File: src/rtl/subbytes_serial_if.sv
// Handshake bundle for the byte-serial SubBytes sequencer: state in, result out.
interface subbytes_serial_if;
    logic         in_valid;
    logic         in_ready;
    logic [127:0] in_state;
    logic         out_valid;
    logic         out_ready;
    logic [127:0] out_state;

    modport master (
        output in_valid, in_state, out_ready,
        input  in_ready, out_valid, out_state
    );

    modport slave (
        input  in_valid, in_state, out_ready,
        output in_ready, out_valid, out_state
    );
endinterface

File: src/rtl/subbytes_serial.sv
// Byte-serial AES SubBytes sequencer driving one shared external S-box with
// SBOX_LAT cycles of latency; collects the 16 substituted bytes into one result.
module subbytes_serial #(
    parameter int unsigned SBOX_LAT = 1
) (
    input  logic               i_clk,
    input  logic               i_rst_n,
    subbytes_serial_if.slave   bus,
    output logic [7:0]         o_sbox_in,
    input  logic [7:0]         i_sbox_out,
    output logic               o_busy
);

    typedef enum logic [1:0] {
        S_IDLE,
        S_FEED,
        S_DRAIN,
        S_DONE
    } state_t;

    state_t       r_state;
    state_t       w_next;
    logic [127:0] r_buf;
    logic [127:0] r_res;
    logic [3:0]   r_cnt;
    logic         w_accept;
    logic         w_feed;
    logic         w_tag_v;
    logic [3:0]   w_tag_idx;

    assign w_accept = (r_state == S_IDLE) && bus.in_valid;
    assign w_feed   = (r_state == S_FEED);

    always_comb begin
        w_next = r_state;
        case (r_state)
            S_IDLE:  if (bus.in_valid) w_next = S_FEED;
            S_FEED:  if (r_cnt == 4'd15) w_next = (SBOX_LAT == 0) ? S_DONE : S_DRAIN;
            S_DRAIN: if (w_tag_v && (w_tag_idx == 4'd15)) w_next = S_DONE;
            S_DONE:  if (bus.out_ready) w_next = S_IDLE;
            default: w_next = S_IDLE;
        endcase
    end

    always_ff @(posedge i_clk or negedge i_rst_n) begin
        if (!i_rst_n) begin
            r_state <= S_IDLE;
            r_buf   <= '0;
            r_cnt   <= '0;
        end else begin
            r_state <= w_next;
            if (w_accept) begin
                r_buf <= bus.in_state;
                r_cnt <= '0;
            end else if (w_feed) begin
                r_cnt <= r_cnt + 4'd1;
            end
        end
    end

    // Each fed byte carries {valid, index} alongside it so the S-box result
    // lands in the right result slot regardless of latency.
    if (SBOX_LAT == 0) begin : g_comb
        assign w_tag_v   = w_feed;
        assign w_tag_idx = r_cnt;
    end else begin : g_pipe
        for (genvar g = 0; g < SBOX_LAT; g++) begin : g_stage
            logic [4:0] r_tag;
            logic [4:0] w_tag_d;
            if (g == 0) begin : g_src
                assign w_tag_d = {w_feed, r_cnt};
            end else begin : g_chain
                assign w_tag_d = g_stage[g-1].r_tag;
            end
            always_ff @(posedge i_clk or negedge i_rst_n) begin
                if (!i_rst_n) r_tag <= '0;
                else          r_tag <= w_tag_d;
            end
        end
        assign {w_tag_v, w_tag_idx} = g_stage[SBOX_LAT-1].r_tag;
    end

    // Byte k sits at bits [127-8k -: 8]; for a 4-bit k, 15-k is simply ~k.
    always_ff @(posedge i_clk or negedge i_rst_n) begin
        if (!i_rst_n) begin
            r_res <= '0;
        end else if (w_tag_v) begin
            r_res[{~w_tag_idx, 3'b000} +: 8] <= i_sbox_out;
        end
    end

    assign o_sbox_in     = w_feed ? r_buf[{~r_cnt, 3'b000} +: 8] : '0;
    assign bus.in_ready  = (r_state == S_IDLE);
    assign bus.out_valid = (r_state == S_DONE);
    assign bus.out_state = r_res;
    assign o_busy        = (r_state != S_IDLE);

endmodule

File: src/flat_wrapper.sv
// flat-port wrapper written by rule: the top's interface ports become plain ports
module subbytes_serial_flat 
#(
    parameter int unsigned SBOX_LAT = 1
)
  (i_clk, i_rst_n, o_sbox_in, i_sbox_out, o_busy, bus_in_valid, bus_in_state, bus_out_ready, bus_in_ready, bus_out_valid, bus_out_state);
  subbytes_serial_if bus_i ();
  input  logic i_clk;
  input  logic i_rst_n;
  output logic [7:0] o_sbox_in;
  input  logic [7:0] i_sbox_out;
  output logic o_busy;
  input wire logic [$bits(bus_i.in_valid)-1:0] bus_in_valid;
  input wire logic [$bits(bus_i.in_state)-1:0] bus_in_state;
  input wire logic [$bits(bus_i.out_ready)-1:0] bus_out_ready;
  output wire logic [$bits(bus_i.in_ready)-1:0] bus_in_ready;
  output wire logic [$bits(bus_i.out_valid)-1:0] bus_out_valid;
  output wire logic [$bits(bus_i.out_state)-1:0] bus_out_state;
  assign bus_i.in_valid = bus_in_valid;
  assign bus_i.in_state = bus_in_state;
  assign bus_i.out_ready = bus_out_ready;
  assign bus_in_ready = bus_i.in_ready;
  assign bus_out_valid = bus_i.out_valid;
  assign bus_out_state = bus_i.out_state;
  subbytes_serial #(.SBOX_LAT(SBOX_LAT)) u_core (.i_clk(i_clk), .i_rst_n(i_rst_n), .bus(bus_i), .o_sbox_in(o_sbox_in), .i_sbox_out(i_sbox_out), .o_busy(o_busy));
endmodule
File: config.mk
export PLATFORM = sky130hd
export DESIGN_NAME = subbytes_serial_flat
export DESIGN_NICKNAME = d
export VERILOG_FILES = /design/src/rtl/subbytes_serial_if.sv /design/src/rtl/subbytes_serial.sv /design/src/flat_wrapper.sv
export SDC_FILE = /design/constraint.sdc
export NUM_CORES = 1
export LEC_CHECK = 0
export CAP_MARGIN = 5
export CORE_UTILIZATION = 35
export DETAILED_ROUTE_END_ITERATION = 8
export SETUP_SLACK_MARGIN = 0.2
export SLEW_MARGIN = 20
export SYNTH_ARGS = -nofsm -noshare
export SYNTH_HDL_FRONTEND = slang
export SYNTH_SLANG_ARGS = --single-unit
export TNS_END_PERCENT = 30
File: constraint.sdc
create_clock -name i_clk -period 2.8 [get_ports i_clk]
set_input_delay 0.56 -clock i_clk [delete_from_list [all_inputs] [get_ports i_clk]]
set_output_delay 0.56 -clock i_clk [all_outputs]
set_load 0.01 [all_outputs]
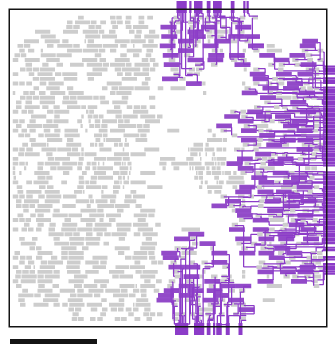
Figure 1: run 1, port wiring.
Scale bar: 50 um.
- purple: bus_out_state (bits 128; direction output; edge 81 right, 24 bottom, 23 top; end cells 128; buffers 128; wire 4330 um)

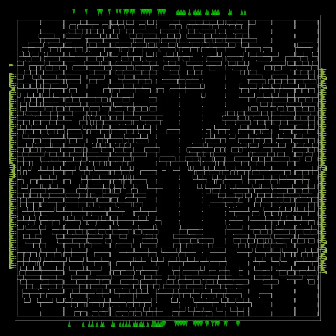
Figure 2: run 1, cell placement.
Seq/total area: 0.412
fin util: 0.510

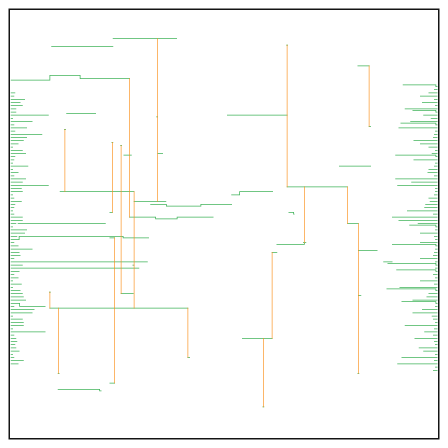
Figure 3: run 1, wiring by layer.
Only two layers are drawn.
- green: metal 3 (wire length 1610 um)
- orange: metal 4 (wire length 671 um)

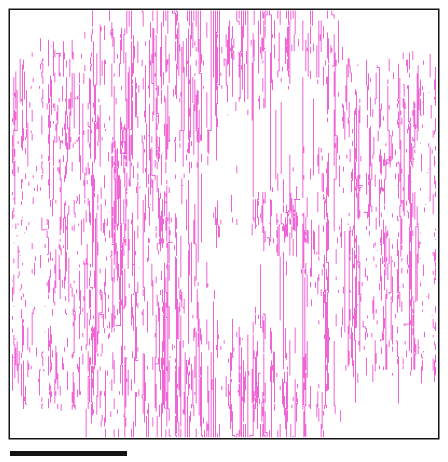
Figure 4: run 1, signal wires on met2.
Scale bar: 50 um.
- share of all routed wire: 47%
- longest straight run: 79.2 um

==> CHANGELOG.md, run 1 <==
### Implementation results

- Run status: finished with violations
- Failing checks: negative setup slack
- Min-Delay Path Class: register to register
- Min-delay src: u_core.bus.out_state[15]
- Die height: 183 um
- Critical path arrival: 2.29 ns
- CP startpoint: u_core.r_cnt[0]
- Post-CTS Setup Bufs: 3
- Buffering overhead: 0.196
- Die X-Extent: 183 um
- Ratio of cells with drive above 1 in the final layout: 0.394
- Core footprint: 31800 sq um
- Hpwl dp: 21.5 mm
- Met2 WL: 14.1 mm
- Fin worst setup slack: -0.0469 ns
- Family with the most delay on the worst path: multiplexers
- Placed cell count: 1429
- FF-to-FF setup slack: 0.42 ns
- First-pass GRT wire length: 47.5 mm
- Hold buffer count at cts: 1
- PortBufs: 278
- Post-DRT Antenna Nets: 0
- Vias in the first global route: 7736
- Root buf cell: clkbuf_16
- Worst rel slew slack: 0.622
- Async SR Flop Fraction: 1.00
- Synthesized area per cell: 15.7 sq um
- Lkg Pwr: 6.83 nW
- Worst r2r src: u_core.g_pipe.g_stage[0].r_tag[1]
- Non-clk bufs: 308
- Cell area leaders: dfrtp_1 59%, mux2_2 25%, mux4_2 4.5%
- Clock network power share: 0.235
- Sw Pwr: 5.52 mW
- Comb gate area: 4690 sq um
- Most frequent cell after synthesis: dfrtp_1
- Worst-path maximum fanout: 4
- Mux share: 0.322
- Max IR drop VDD: 0.569 mV
- CTS buffer count: 30
- RSZ-0062 raised after global routing: true
- Net Sw Frac: 0.309
- Final clock-cell share: 0.0667
- Routed len/inst: 20.0 um
- Cell Area, Placed: 14900 sq um
- Main flop type: dfrtp_1
- Reg area: 6690 sq um
- Tcrit/Tclk final: 1.02
- I/O pin count: 279
- Flip-flops: 267
- Worst Setup Start Kind: register
- Final #Nets: 1182
- Largest net degree at the start of global routing: 70
- Worst skew pair latency: 0.54 ns
- Setup_tns: -0.117 ns
- Top pwr grp: combinational cells
- Met1 GRT Util: 0.258
- Clock buf count: 47
- OpenROAD warnings: 33
- Num Clock Sinks: 267
- Final setup viols: 4
- Fp_density: 0.359
- Critical Path Slowest Stage Cell: dfrtp_2
- Crit path kind: register to primary output
- Biggest area consumer among synthesized cells: dfrtp_1
- Max Transition Viols Final: 0
- Logic share of the area: 0.289
- Clock slew at reported path FFs: 0.06 ns
- Ao+oa area frac: 0.0207
- Critical Path End: o_sbox_in[7]
- Cell count in the Yosys report: 728
- Crit path time final: 2.85 ns
- R2r worst-path depth: 5
- Synth top cells by count: 267 x dfrtp_1, 256 x mux2_2, 25 x mux2i_1
- # DRC: 0
- Hold Path Depth: 1
- Reg-to-Reg End: u_core.bus.out_state[50]
- CP Data Required Time: 2.24 ns
- Adder Share, Synth: 0.00877
- Critical Path Stages: 7
- Yosys warns: 0
- CTS tree: built
- Total track usage: 0.185
- Crit end category: primary output
- CP dominant cell by count: buf_12
- Hold Vio Cnt, Final: 0
- Met3 GRT Util: 0.0357
- Seq pwr: 6.52 mW
- # rows: 65
- Top-area cell share: 0.585
- Part of the power in registers: 0.365
- Filler cells: 2721
==> inputs of run 2 (changes only) <==
--- a/config.mk
+++ b/config.mk
@@ -7,6 +7,7 @@
 export LEC_CHECK = 0
 export CAP_MARGIN = 5
 export CORE_UTILIZATION = 35
+export CTS_BUF_LIST = sky130_fd_sc_hd__clkbuf_4
 export DETAILED_ROUTE_END_ITERATION = 8
 export SETUP_SLACK_MARGIN = 0.2
 export SLEW_MARGIN = 20
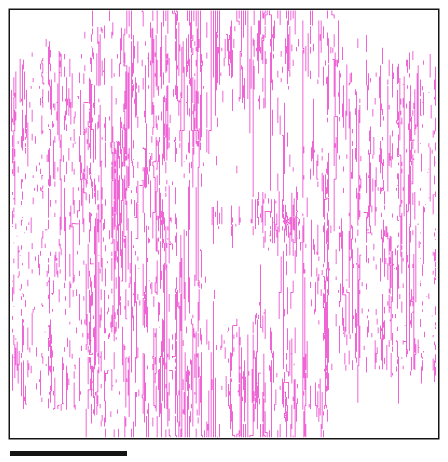
Figure 5: run 2, signal wires on met2.
Scale bar: 50 um.
- nets with wire on the layer: 1150
- longest straight run: 78.5 um
- main direction: vertical

==> CHANGELOG.md, run 2 <==
### Implementation results

- Run status: finished with violations (unchanged)
- Failing checks: negative setup slack (unchanged)
- Final clock-cell share: 0.0600 (was 0.0667)
- I/O pin count: 279 (unchanged)
- Die X-Extent: 183 um (unchanged)
- Net Sw Frac: 0.321 (was 0.309)
- CP Data Required Time: 2.24 ns (about the same)
- Met1 GRT Util: 0.255 (was 0.258)
- Int Power: 11.7 mW (was 12.3 mW)
- Worst r2r src: u_core.g_pipe.g_stage[0].r_tag[0] (was u_core.g_pipe.g_stage[0].r_tag[1])
- Adder Share, Synth: 0.00877 (unchanged)
- Max-Cap Viols: 0 (unchanged)
- # DRC: 0 (unchanged)
- Family with the most delay on the worst path: multiplexers (unchanged)
- Ao+oa area frac: 0.0207 (unchanged)
- Hold buffer count at cts: 1 (unchanged)
- Critical path arrival: 2.34 ns (was 2.29 ns)
- Num Clock Sinks: 267 (unchanged)
- Async SR Flop Fraction: 1.00 (unchanged)
- Largest net degree at the start of global routing: 70 (unchanged)
- Lkg Pwr: 6.87 nW (was 6.83 nW)
- Hold Vio Cnt, Final: 0 (unchanged)
- Root buf cell: clkbuf_4 (was clkbuf_16)
- Min-Delay Path Class: input port to async pin (was register to register)
- CP startpoint: u_core.r_cnt[0] (unchanged)
- Die height: 183 um (unchanged)
- Largest cell class: sequential cells (unchanged)
- Mux share: 0.322 (unchanged)
- Fin util: 0.506 (was 0.510)
- Crit end category: primary output (unchanged)
- Final #Nets: 1226 (was 1182)
- Worst skew pair latency: 0.68 ns (was 0.54 ns)
- Clock network power share: 0.211 (was 0.235)
- Cell Area, Placed: 14900 sq um (unchanged)
- Fin worst setup slack: -0.102 ns (was -0.0469 ns)
- Critical Path Stages: 6 (was 7)
- Critical Path Slowest Stage Cell: mux4_2 (was dfrtp_2)
- Met2 WL: 14.2 mm (was 14.1 mm)
- Core footprint: 31800 sq um (unchanged)
- Biggest area consumer among synthesized cells: dfrtp_1 (unchanged)
- Fp_density: 0.359 (unchanged)
- Post-CTS Setup Bufs: 5 (was 3)
- Total wire length: 30.4 mm (was 30.0 mm)
- Tcrit/Tclk final: 1.04 (was 1.02)
- Worst Setup Start Kind: register (unchanged)
- Cell area leaders: dfrtp_1 59%, mux2_2 25%, mux4_2 4.5% (unchanged)
- Critical Path End: o_sbox_in[5] (was o_sbox_in[7])
- Buffering overhead: 0.196 (about the same)
- Vias in the first global route: 8126 (was 7736)
- Top-area cell share: 0.585 (unchanged)
- Routed len/inst: 19.4 um (was 20.0 um)
- Comb gate area: 4700 sq um (was 4690 sq um)
- Yosys warns: 0 (unchanged)
- Ratio of cells with drive above 1 in the final layout: 0.433 (was 0.394)
- Filler cells: 2789 (was 2721)
- Seq/total area: 0.416 (was 0.412)
- CTS tree: built (unchanged)
- FF-to-FF setup slack: 0.41 ns (was 0.42 ns)
- # rows: 65 (unchanged)
- Sw Pwr: 5.52 mW (about the same)
- Main flop type: dfrtp_1 (unchanged)
- RePlAce Congestion: 0.803 (unchanged)
- Reg area: 6690 sq um (unchanged)
- Max IR drop VDD: 0.375 mV (was 0.569 mV)
- Placed cell count: 1429 (unchanged)
- Setup_tns: -0.511 ns (was -0.117 ns)
- Hpwl dp: 21.5 mm (unchanged)
- Reg-to-Reg End: u_core.bus.out_state[68] (was u_core.bus.out_state[50])
- Most frequent cell after synthesis: dfrtp_1 (unchanged)
- Seq pwr: 6.51 mW (was 6.52 mW)
- H-tree depth: 3 (was 1)
- Crit path time final: 2.90 ns (was 2.85 ns)
- Cell count in the Yosys report: 728 (unchanged)
- Part of the power in registers: 0.378 (was 0.365)
- PortBufs: 278 (unchanged)
- R2r worst-path depth: 5 (unchanged)
- Top pwr grp: combinational cells (unchanged)
- Logic share of the area: 0.292 (was 0.289)
- Non-clk bufs: 308 (unchanged)
- Clock buf count: 116 (was 47)
- Synthesized area per cell: 15.7 sq um (unchanged)
- Final setup viols: 7 (was 4)
- RSZ-0062 raised after global routing: true (unchanged)
- Met3 GRT Util: 0.0489 (was 0.0357)
- Worst-path maximum fanout: 4 (unchanged)
- Crit path kind: register to primary output (unchanged)
Power and IR drop assume default switching activity.
